==> images/placement_by_type.png <==
The bar under the picture is 20 um long.
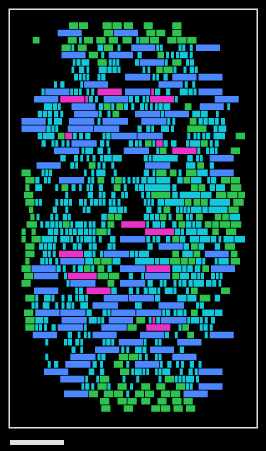
==> images/logic_types.png <==
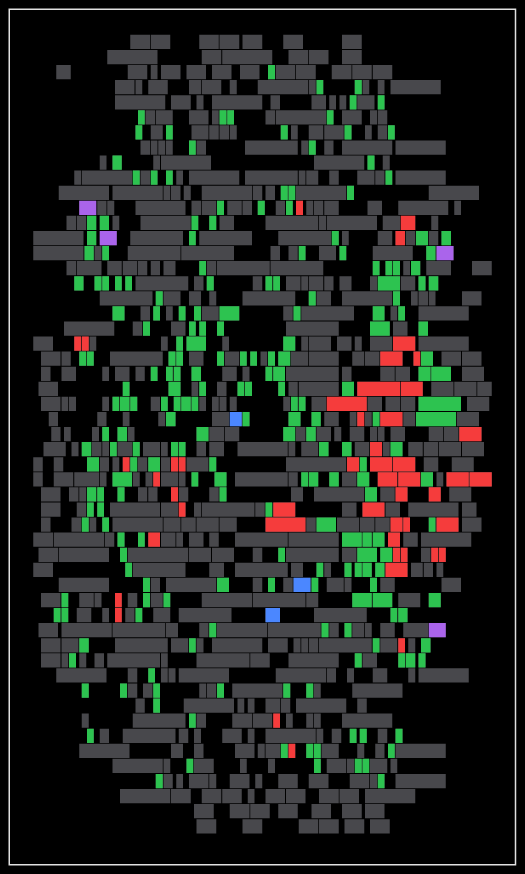
==> images/flops_by_reg.png <==
The bar under the picture is 20 um long.
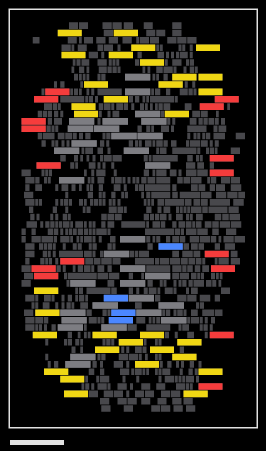
[src/rtl/rwc_irq_bank.sv]
// Bank of NUM read/write-clear status registers with per-register interrupt mask,
// saturating overrun counters and an aggregated (level or pulse) interrupt.
module rwc_irq_bank #(
   parameter int unsigned     DW                   = 8,
   parameter int unsigned     AW                   = 8,
   parameter int unsigned     NUM                  = 4,
   parameter logic [AW-1:0]   BASE_ADDR            = '0,
   parameter logic [DW-1:0]   DEFAULT_VAL          = '0,
   parameter logic [DW-1:0]   MASK_DEFAULT         = '1,
   parameter logic            EDGE_MODE            = 1'b0,
   parameter logic            IRQ_PULSE            = 1'b0,
   parameter int unsigned     CNT_W                = 4,
   parameter logic            SUPPORT_TEST_MODE_WR = 1'b1,
   parameter logic            SUPPORT_TEST_MODE_RD = 1'b1,
   parameter logic            SUPPORT_CFG_MODE_WR  = 1'b1,
   parameter logic            SUPPORT_CFG_MODE_RD  = 1'b1
) (
   input  logic                i_clk,
   input  logic                i_rst_n,
   input  logic                i_wen,
   input  logic                i_ren,
   input  logic                i_test_mode_status,
   input  logic                i_cfg_mode_status,
   input  logic [AW-1:0]       i_addr,
   input  logic [DW-1:0]       i_wdata,
   output logic [DW-1:0]       o_rdata,
   input  logic [NUM*DW-1:0]   i_lgc_set,
   output logic [NUM*DW-1:0]   o_reg_data,
   output logic [NUM-1:0]      o_irq_vec,
   output logic                o_irq
);

   logic [DW-1:0]     status_q [NUM];
   logic [DW-1:0]     status_d [NUM];
   logic [DW-1:0]     mask_q   [NUM];
   logic [DW-1:0]     mask_d   [NUM];
   logic [CNT_W-1:0]  cnt_q    [NUM];
   logic [CNT_W-1:0]  cnt_d    [NUM];
   logic [NUM*DW-1:0] src_d_q;
   logic [NUM*DW-1:0] set_ev;
   logic [NUM-1:0]    st_sel, mk_sel, ct_sel;
   logic [NUM-1:0]    pending;
   logic              wr_ok, rd_ok;
   logic              irq_lvl, irq_lvl_d_q;

   assign wr_ok = i_wen & ((i_test_mode_status & SUPPORT_TEST_MODE_WR) |
                           (i_cfg_mode_status  & SUPPORT_CFG_MODE_WR));
   assign rd_ok = i_ren & ((i_test_mode_status & SUPPORT_TEST_MODE_RD) |
                           (i_cfg_mode_status  & SUPPORT_CFG_MODE_RD));

   assign set_ev = EDGE_MODE ? (i_lgc_set & ~src_d_q) : i_lgc_set;

   always_comb begin
      st_sel = '0;
      mk_sel = '0;
      ct_sel = '0;
      for (int unsigned k = 0; k < NUM; k++) begin
         st_sel[k] = (i_addr == AW'(BASE_ADDR + k));
         mk_sel[k] = (i_addr == AW'(BASE_ADDR + NUM + k));
         ct_sel[k] = (i_addr == AW'(BASE_ADDR + 2*NUM + k));
      end
   end

   // Set beats CPU clear; overrun looks at the pre-cycle status value.
   always_comb begin
      for (int unsigned k = 0; k < NUM; k++) begin
         status_d[k] = set_ev[k*DW +: DW] |
                       (status_q[k] & ~((wr_ok & st_sel[k]) ? i_wdata : '0));
         mask_d[k]   = (wr_ok & mk_sel[k]) ? i_wdata : mask_q[k];
         cnt_d[k]    = cnt_q[k];
         if (wr_ok & ct_sel[k])
            cnt_d[k] = '0;
         else if ((|(set_ev[k*DW +: DW] & status_q[k])) && (cnt_q[k] != '1))
            cnt_d[k] = cnt_q[k] + CNT_W'(1);
      end
   end

   always_ff @(posedge i_clk or negedge i_rst_n) begin
      if (!i_rst_n) begin
         for (int unsigned k = 0; k < NUM; k++) begin
            status_q[k] <= DEFAULT_VAL;
            mask_q[k]   <= MASK_DEFAULT;
            cnt_q[k]    <= '0;
         end
         src_d_q     <= '0;
         o_irq_vec   <= '0;
         irq_lvl_d_q <= 1'b0;
      end else begin
         for (int unsigned k = 0; k < NUM; k++) begin
            status_q[k] <= status_d[k];
            mask_q[k]   <= mask_d[k];
            cnt_q[k]    <= cnt_d[k];
         end
         src_d_q     <= i_lgc_set;
         o_irq_vec   <= pending;
         irq_lvl_d_q <= irq_lvl;
      end
   end

   always_comb begin
      o_reg_data = '0;
      pending    = '0;
      for (int unsigned k = 0; k < NUM; k++) begin
         o_reg_data[k*DW +: DW] = status_q[k];
         pending[k]             = |(status_q[k] & ~mask_q[k]);
      end
   end

   assign irq_lvl = |o_irq_vec;
   assign o_irq   = IRQ_PULSE ? (irq_lvl & ~irq_lvl_d_q) : irq_lvl;

   always_comb begin
      o_rdata = '0;
      if (rd_ok) begin
         for (int unsigned k = 0; k < NUM; k++) begin
            if (st_sel[k]) o_rdata = status_q[k];
            if (mk_sel[k]) o_rdata = mask_q[k];
            if (ct_sel[k]) o_rdata = DW'(cnt_q[k]);
         end
      end
   end

endmodule

[config.mk]
export PLATFORM = sky130hd
export DESIGN_NAME = rwc_irq_bank
export DESIGN_NICKNAME = d
export VERILOG_FILES = /design/src/rtl/rwc_irq_bank.sv
export SDC_FILE = /design/constraint.sdc
export NUM_CORES = 1
export LEC_CHECK = 0
export ABC_AREA = 1
export CAP_MARGIN = 20
export CORE_AREA = 4 4 87 150
export CTS_BUF_LIST = sky130_fd_sc_hd__clkbuf_16
export DETAILED_ROUTE_END_ITERATION = 16
export DIE_AREA = 0 0 91 154
export PLACE_DENSITY = 0.65
export SYNTH_ARGS = -nofsm -noshare
export SYNTH_HDL_FRONTEND = slang
export SYNTH_SLANG_ARGS = --single-unit
[constraint.sdc]
create_clock -name i_clk -period 2.9 [get_ports i_clk]
set_input_delay 0.87 -clock i_clk [delete_from_list [all_inputs] [get_ports i_clk]]
set_output_delay 0.87 -clock i_clk [all_outputs]
set_load 0.005 [all_outputs]
==> flow_summary.yaml <==
# generated from flow reports
power:
  p_comb_share_pct: 21.1
  peakVddDrop_mv: 0.5452
  leakagePower_nw: 3.264
  intPower_mw: 2.381
  pg_clk_mw: 1.21
synthesis:
  synth_cell_types: 37
  yosysTopAreaCellShare_pct: 27.32
worst_setup_path:
  endpoint_kind: "primary output"
  worst_r2r_path_depth: 6
  worstSetupPathType: "in2out"
cts:
  hold_buffers: 0
  cts_made_buffers: 9
  h-tree-depth: 3
  clock_latency_ns: 0.34
final_timing:
  setup_ws_ns: -0.3270
  finClkSkew_ns: 0.006988
  period_used_pct: 111.3
  setup_viol: 8
  rsz0062_at_grt: "yes"
  slew_headroom_pct: 58.47
die:
  die_h_um: 154
run_status:
  violations: "setup timing"
  status: "finished with violations"
flow_run:
  warnings: 28
## Picture notes: placement_by_type.png
legend:
  blue:
    class: sequential cells
    cells: 84
    share_of_their_area: 31%
  cyan:
    class: combinational and other logic
    cells: 543
    share_of_their_area: 42%
  magenta:
    class: clock drivers and dummy loads
    cells: 16
    share_of_their_area: 4.6%
  green:
    class: remaining buffers and delay cells
    cells: 165
    share_of_their_area: 22%
final core utilization: 58.51%
Final Instance Area: 6984 sq um
Core Area: 11940 sq um
row count: 53

## Picture notes: logic_types.png
legend:
  green:
    family: nand cells
    cells: 223
  blue:
    family: and/or cells
    cells: 3
  red:
    family: nor cells
    cells: 48
  purple:
    family: xor and xnor cells
    cells: 4
Non-Filler Instances: 945
Comb/total area: 33.86%
most numerous logic cell after layout: nand2_1

## Picture notes: flops_by_reg.png
legend:
  red:
    signal: cnt_q
    sequential_cells: 16
  blue:
    signal: o_irq_vec
    sequential_cells: 4
  yellow:
    signal: o_reg_data
    sequential_cells: 32
    where: widely spread
not colored: 32
sequential logic power: 1.46 mW
Flop area: 2142 sq um
sequential cell area share: 30.67%

## logic make-up (layout without fill, tap and decap cells)
group | count (synthesis) | count (layout) | share of synthesized area [%]
buffers and inverters | 130 | 306 | 10.35
AND-OR/OR-AND | 136 | 136 | 16.57
XOR/XNOR | 4 | 4 | 0.7354
AND/OR/NAND/NOR | 274 | 274 | 26.32
flip-flops | 84 | 84 | 44.97
adder cells (fa/ha/maj) | 4 | 4 | 1.051
## per-stage QoR
| step | util [%] | hold WS (ns) | worst slack, ns |
|---|---|---|---|
| 5_1_grt | 58.51 | 0.4380 | -0.4630 |
| 3_3_place_gp | 51.77 | 0.4743 | -1.165 |
| 2_1_floorplan | - | 0.4609 | 0.05486 |
| 4_1_cts | 57.36 | 0.4288 | -0.3154 |
| 3_5_place_dp | 51.77 | 0.4795 | -1.165 |
| 6_report | 58.51 | 0.4273 | -0.3270 |
## metal layers
metal	track usage (%)	wire length (um)
met1	25.30	6005
met2	45.19	9303
met4	14.17	880
met3	4.258	709
met5	0	0
## worst max path at each step
stage                   start         end  slack, ns  cells past startpoint
finish              i_addr[5]  o_rdata[2]      -0.33                     16
global route        i_addr[5]  o_rdata[3]      -0.46                     16
CTS                 i_addr[6]  o_rdata[3]      -0.32                     16
detailed placement  i_addr[0]  o_rdata[2]      -1.16                     17
global placement    i_addr[0]  o_rdata[2]      -1.16                     17
floorplan           i_addr[3]  o_rdata[0]       0.05                     14
## flip-flops by register name, summed over array words and instances, names as in the netlist
register	count
cnt_q	16
mask_q	32
o_irq_vec	4
o_reg_data	32
## layout make-up
cell class              instances  share of cell area, %
clock buffers                   9                  3.225
clock inverters                 7                  1.236
inverters                     125                  6.843
multi-input cells             418                  33.86
flip-flops and latches         84                  30.67
well taps                     137                  2.454
repair buffers                165                  21.71
## what timing repair did
action,4_1_cts,5_1_grt
setup endpoints to repair,8,8
buffers inserted,28,6
resized,133,30
pin swaps,37,22
## layout by cell type, fill, tap and decap left out, types with 5 or more instances in the layout
master / n
nand2_1: 155
inv_1: 113
clkdlybuf4s50_1: 81
o21ai_0: 73
buf_4: 57
dfrtp_1: 52
dfstp_2: 32
nand3_1: 31
nor2_1: 21
nand2_2: 19
buf_6: 18
nor2_4: 14
o22ai_1: 13
inv_2: 11
a21oi_1: 11
a221oi_1: 11
nand3_2: 10
clkbuf_16: 9
nor2_2: 7
buf_2: 7
o21ai_1: 6
o21bai_1: 5
nand4_1: 5
## synthesized netlist by cell type, drive strengths merged
library cell	count
a21oi	15
a221oi	13
buf	4
clkbuf	1
clkinv	1
dfrtp	52
dfstp	32
ha	4
inv	124
nand2	176
nand3	41
nand4	6
nor2	44
nor3	2
nor3b	1
nor4	1
o2111ai	4
o211ai	1
o21a	1
o21ai	82
o21bai	5
o221ai	1
o22ai	13
o32ai	1
or2	1
or3b	1
or4	1
xor2	4
## critical path: stages
cell     delay [ns]
buf_6          0.09
nor2_4         0.18
nand2_8        0.12
nor2_4         0.25
buf_6          0.15
nor2_4         0.04
nand3_1        0.07
nand2_2        0.08
nand2_1        0.06
nand2_1        0.05
nand3_1        0.07
nand2_1        0.05
nand3_1        0.06
nand2_1        0.05
inv_1          0.05
buf_2          0.10
No activity file was given, so power comes from the tool's default toggle rates.
